--- src/rtl/mem_arb_pkg.sv ---
// -----------------------------------------------------------------------------
// mem_arb_pkg
// Shared types and constants for the memory port arbiter.
//   arb_state_t : sequencer states (IDLE -> ISSUE -> [WAIT] -> RESP -> IDLE)
//   GNT_*       : owner encoding driven on gnt_id and used as rr_last values
// -----------------------------------------------------------------------------
package mem_arb_pkg;

   typedef enum logic [1:0] {
      IDLE  = 2'd0,
      ISSUE = 2'd1,
      WAIT  = 2'd2,
      RESP  = 2'd3
   } arb_state_t;

   localparam logic [1:0] GNT_NONE = 2'd0;
   localparam logic [1:0] GNT_LD   = 2'd1;
   localparam logic [1:0] GNT_LS   = 2'd2;
   localparam logic [1:0] GNT_IF   = 2'd3;

endpackage : mem_arb_pkg

--- src/rtl/mem_arb_pick.sv ---
// -----------------------------------------------------------------------------
// mem_arb_pick
// Combinational winner selection for the memory port arbiter.
//   ld_req, ls_req, if_req : request levels
//   rr_last                : last LS/IF owner granted (GNT_LS or GNT_IF)
//   winner                 : GNT_* code of the selected requester
//   valid                  : at least one request present
// LD always wins. When LS and IF both request, the one that was not
// served last gets the port.
// -----------------------------------------------------------------------------
module mem_arb_pick
   import mem_arb_pkg::*;
(
   input  logic       ld_req,
   input  logic       ls_req,
   input  logic       if_req,
   input  logic [1:0] rr_last,
   output logic [1:0] winner,
   output logic       valid
);

   always_comb begin
      winner = GNT_NONE;
      valid  = 1'b0;
      if (ld_req) begin
         winner = GNT_LD;
         valid  = 1'b1;
      end else if (ls_req && if_req) begin
         winner = (rr_last == GNT_LS) ? GNT_IF : GNT_LS;
         valid  = 1'b1;
      end else if (ls_req) begin
         winner = GNT_LS;
         valid  = 1'b1;
      end else if (if_req) begin
         winner = GNT_IF;
         valid  = 1'b1;
      end
   end

endmodule : mem_arb_pick

--- src/rtl/mem_port_arbiter.sv ---
// -----------------------------------------------------------------------------
// mem_port_arbiter
// Shares one synchronous memory port between the program loader (LD), the
// CPU load/store path (LS) and the CPU instruction fetch (IF). One
// transaction is in flight at a time.
//
// Ports
//   clk, rst                 : clock, asynchronous active-low reset
//   ld_req/we/addr/wdata     : loader request and operands
//   ls_req/we/addr/wdata     : load/store request and operands
//   if_req/addr              : fetch request (read only)
//   ld_done/ls_done/if_done  : one-cycle completion pulses
//   rdata                    : last read result, held until the next read
//   mem_en/we/addr/wdata     : memory command, one mem_en cycle per access
//   mem_rdata                : memory read data, valid MEM_LAT cycles after mem_en
//   busy                     : high whenever the sequencer is not IDLE
//   gnt_id                   : current owner (GNT_NONE/LD/LS/IF)
//
// Request protocol: a requester raises req (level) with stable operands and
// holds both until it sees its done pulse, then drops req by the clock edge
// that ends the done cycle. Requests are only sampled in IDLE, so a req that
// is still high during RESP cannot be served twice. Operands are captured
// on the granting edge and later changes are ignored.
//
// MEM_LAT legal range is 1..15 (4-bit wait counter).
// -----------------------------------------------------------------------------
module mem_port_arbiter
   import mem_arb_pkg::*;
#(
   parameter int ADDR_W  = 32,
   parameter int DATA_W  = 32,
   parameter int MEM_LAT = 2
) (
   input  logic              clk,
   input  logic              rst,
   input  logic              ld_req,
   input  logic              ld_we,
   input  logic [ADDR_W-1:0] ld_addr,
   input  logic [DATA_W-1:0] ld_wdata,
   input  logic              ls_req,
   input  logic              ls_we,
   input  logic [ADDR_W-1:0] ls_addr,
   input  logic [DATA_W-1:0] ls_wdata,
   input  logic              if_req,
   input  logic [ADDR_W-1:0] if_addr,
   output logic              ld_done,
   output logic              ls_done,
   output logic              if_done,
   output logic [DATA_W-1:0] rdata,
   output logic              mem_en,
   output logic              mem_we,
   output logic [ADDR_W-1:0] mem_addr,
   output logic [DATA_W-1:0] mem_wdata,
   input  logic [DATA_W-1:0] mem_rdata,
   output logic              busy,
   output logic [1:0]        gnt_id
);

   // WAIT lasts MEM_LAT cycles: the counter is loaded with MEM_LAT-1 in
   // ISSUE and WAIT ends on the cycle it reads zero.
   localparam logic [3:0] LAT_M1 = 4'(MEM_LAT - 1);

   arb_state_t        state;
   arb_state_t        state_nxt;
   logic [1:0]        rr_last;
   logic [3:0]        wait_cnt;
   logic              op_we;
   logic [ADDR_W-1:0] op_addr;
   logic [DATA_W-1:0] op_wdata;

   logic [1:0]        pick_winner;
   logic              pick_valid;
   logic              sel_we;
   logic [ADDR_W-1:0] sel_addr;
   logic [DATA_W-1:0] sel_wdata;

   mem_arb_pick u_pick (
      .ld_req  (ld_req),
      .ls_req  (ls_req),
      .if_req  (if_req),
      .rr_last (rr_last),
      .winner  (pick_winner),
      .valid   (pick_valid)
   );

   // Operands of the requester the picker selects this cycle.
   always_comb begin
      sel_we    = 1'b0;
      sel_addr  = '0;
      sel_wdata = '0;
      case (pick_winner)
         GNT_LD: begin
            sel_we    = ld_we;
            sel_addr  = ld_addr;
            sel_wdata = ld_wdata;
         end
         GNT_LS: begin
            sel_we    = ls_we;
            sel_addr  = ls_addr;
            sel_wdata = ls_wdata;
         end
         GNT_IF: begin
            sel_addr  = if_addr;
         end
         default: ;
      endcase
   end

   // State register.
   always_ff @(posedge clk or negedge rst) begin
      if (!rst) state <= IDLE;
      else      state <= state_nxt;
   end

   // Next-state logic.
   always_comb begin
      state_nxt = state;
      case (state)
         IDLE:    if (pick_valid) state_nxt = ISSUE;
         ISSUE:   state_nxt = op_we ? RESP : WAIT;
         WAIT:    if (wait_cnt == 4'd0) state_nxt = RESP;
         RESP:    state_nxt = IDLE;
         default: state_nxt = IDLE;
      endcase
   end

   // Owner, operand latch, wait counter, read capture.
   always_ff @(posedge clk or negedge rst) begin
      if (!rst) begin
         gnt_id   <= GNT_NONE;
         rr_last  <= GNT_IF;
         wait_cnt <= 4'd0;
         op_we    <= 1'b0;
         op_addr  <= '0;
         op_wdata <= '0;
         rdata    <= '0;
      end else begin
         case (state)
            IDLE: begin
               if (pick_valid) begin
                  gnt_id   <= pick_winner;
                  op_we    <= sel_we;
                  op_addr  <= sel_addr;
                  op_wdata <= sel_wdata;
                  // LD grants must not disturb the LS/IF rotation.
                  if (pick_winner != GNT_LD) rr_last <= pick_winner;
               end
            end
            ISSUE: wait_cnt <= LAT_M1;
            WAIT: begin
               if (wait_cnt == 4'd0) rdata    <= mem_rdata;
               else                  wait_cnt <= wait_cnt - 4'd1;
            end
            RESP: gnt_id <= GNT_NONE;
            default: ;
         endcase
      end
   end

   // Memory command is only non-zero during ISSUE.
   assign mem_en    = (state == ISSUE);
   assign mem_we    = mem_en & op_we;
   assign mem_addr  = mem_en ? op_addr  : '0;
   assign mem_wdata = mem_en ? op_wdata : '0;

   assign ld_done = (state == RESP) && (gnt_id == GNT_LD);
   assign ls_done = (state == RESP) && (gnt_id == GNT_LS);
   assign if_done = (state == RESP) && (gnt_id == GNT_IF);
   assign busy    = (state != IDLE);

endmodule : mem_port_arbiter

--- config.mk ---
export PLATFORM = sky130hd
export DESIGN_NAME = mem_port_arbiter
export DESIGN_NICKNAME = d
export VERILOG_FILES = /design/src/rtl/mem_arb_pkg.sv /design/src/rtl/mem_arb_pick.sv /design/src/rtl/mem_port_arbiter.sv
export SDC_FILE = /design/constraint.sdc
export NUM_CORES = 1
export LEC_CHECK = 0
export CAP_MARGIN = 40
export CELL_PAD_IN_SITES_DETAIL_PLACEMENT = 0
export CELL_PAD_IN_SITES_GLOBAL_PLACEMENT = 1
export CORE_MARGIN = 5
export CORE_UTILIZATION = 26
export DETAILED_ROUTE_END_ITERATION = 8
export PLACE_DENSITY_LB_ADDON = 0.1
export SLEW_MARGIN = 5
export SYNTH_ARGS = -nofsm -noshare
export SYNTH_HDL_FRONTEND = slang
export SYNTH_SLANG_ARGS = --single-unit
export TNS_END_PERCENT = 1
--- constraint.sdc ---
create_clock -name clk -period 2.05 [get_ports clk]
set_input_delay 0.41 -clock clk [delete_from_list [all_inputs] [get_ports clk]]
set_output_delay 0.41 -clock clk [all_outputs]
set_load 0.005 [all_outputs]
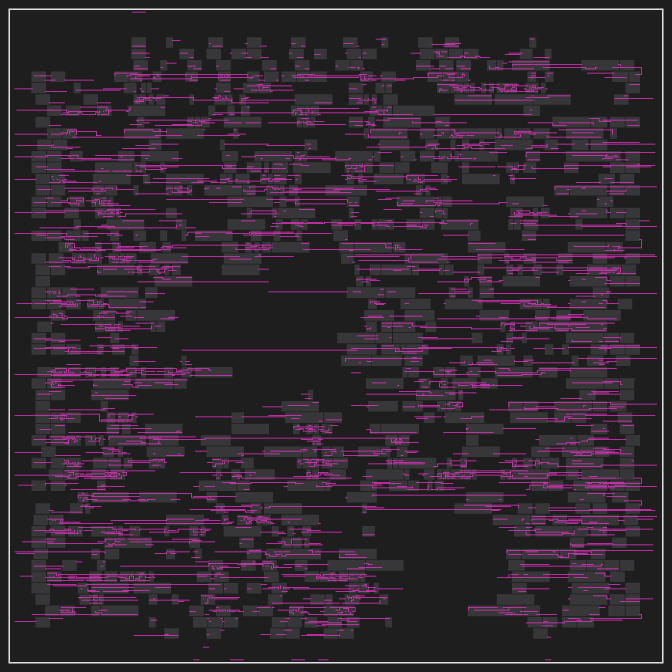
*The metal 1 layer*
longest straight run: 48.8 um
share of all routed wire: 42%
nets with wire on the layer: 912

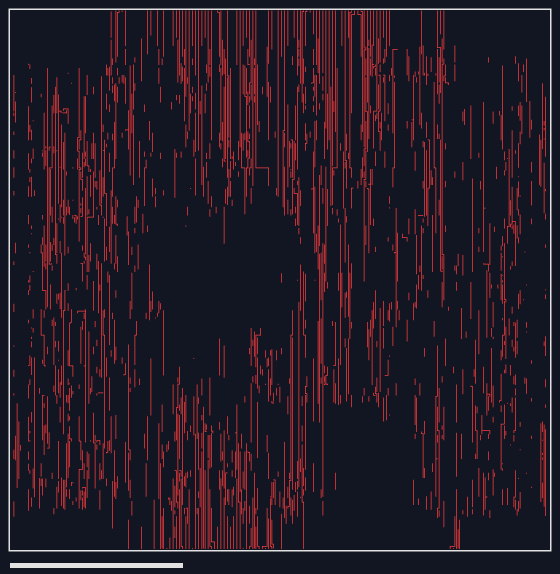
*Metal 2*
The bar under the picture is 50 um long.
main direction: vertical
longest straight run: 73.1 um
nets with wire on the layer: 888
wire length on this layer: 9570 um

==> reports/metrics.yaml <==
synth.logic.top_family: "AND-OR/OR-AND gates"
rsz0062_at_grt: "true"
layout_top_cells: "clkdlybuf4s50_1, dfrtp_1, nand2_1, and2_1, clkbuf_2"
cts_tree: "done"
finalCritPeriodShare_pct: 105
synth_area_mm2: 0.00555
flop_cell: "dfrtp_1"
fp_util_pct: 26.4
synth_cell_types: 36
die-width_um: 156
warnings: 34
fp_nets: 751
synth_async_sr_flop_share_pct: 100
core.rowCount: 53
grt_pass1_wl_mm: 30.4
mux_area_share_pct: 7.06
finalPower_mw: 10.4
synth_seq_share_pct: 48.3
grt_usage_pct: 15.6
holdPathEnd: "op_addr[26]"
drt_iter0_markers: 274
die_y_um: 156
edf_count: 0
grt_pass1_vias: 5412
max_cap_violations: 0
top_cells_by_area: "dfrtp_1, and2_1, nand2_1"
fin_cells: 1126
drc_errors: 0
setup_viol: 2
overflow: 0
first_pass_iters: 7
drive_gt1_share_pct: 18.7
clock_latency_ns: 0.35
n_antenna_cell: 0
clock_sinks: 107
wl_mm: 19.8
aoi_share_pct: 20.5
finalWorstSetupSlack_ns: -0.105
arrival_ns: 1.74
period_minus_slack_ns: 2.15
syn_avg_cell_area_um2: 10.2
antenna_found_initial: 0
top_cell_area_share_pct: 47.4
worst_clock_skew_ns: 0.00974
worst-path-stages: 6
max_freq_ghz: 0.464
crit_required_ns: 1.64
hp-start: "op_addr[26]"
cts_resized: 89
io_buffer_count: 302
leakage_nw: 4.14
synth-adder-area-share_pct: 2.03
outcome: "complete, but fails checks"
placedCellCount: 1101
crit_buf_inv: 4
nFillCells: 2002
area_growth_syn_to_layout_pct: 68.9
num-nets-final: 1054
utilization_pct: 44.6
chipArea_mm2: 0.0243
maxSlewViolCount: 0
gp_congestion: 0.819
violations: "negative setup slack"
max-vdd-ir-drop_mv: 0.323
post_cts_buffers: 3
vias_per_cell: 4.71
ys.flops: 107
criticalPathCategory: "reg2out"
-- stage by stage --
stage          hold WS, ns  setup slack (ns)  cell area [um^2]  TNS [ns]
6_report             0.472            -0.105              9370    -0.129
5_1_grt              0.496            -0.197              9370     -2.02
4_1_cts              0.478            -0.224              9410     -5.46
3_5_place_dp         0.386            -0.528              9040    -22.05
3_3_place_gp         0.385            -0.479              9040    -18.12
2_1_floorplan        0.114            0.0680              5550         0
-- where the power goes --
group	switching [mW]	internal, mW	total (mW)
logic	2.15	2.86	5.01
clock network	0.829	0.971	1.80
registers	0.499	3.10	3.60
-- registers in the layout (all words and copies together) (netlist names) --
signal / flops
op_addr: 32
op_wdata: 32
rdata: 32
wait_cnt: 4
gnt_id: 2
rr_last: 2
state: 2
op_we: 1
-- cell type report --
type | count | area (um^2) | share of cell area (%)
clock buffer | 9 | 225 | 2.40
clock inverter | 7 | 81.3 | 0.868
inverter | 11 | 41.3 | 0.441
multi-input combinational | 377 | 2610 | 27.8
sequential | 107 | 2680 | 28.6
tap | 275 | 344 | 3.67
timing repair buffer | 340 | 3390 | 36.2
-- metal layers --
layer | wire, um | share of wire [%] | track usage, %
met5 | 0 | 0 | 0
met4 | 272 | 1.4 | 4.29
met3 | 1700 | 8.6 | 3.91
met2 | 9570 | 48 | 26.4
met1 | 8250 | 42 | 19.9
-- worst reg2reg max path, cell delays in order (launching register included) --
cell,delay (ns)
dfstp_2,0.53
inv_1,0.05
o21ai_2,0.13
a21oi_2,0.08
buf_4,0.15
ha_2,0.23
buf_12,0.18
a222oi_1,0.49
o31ai_1,0.11
Power is estimated from default activity; no workload was simulated.
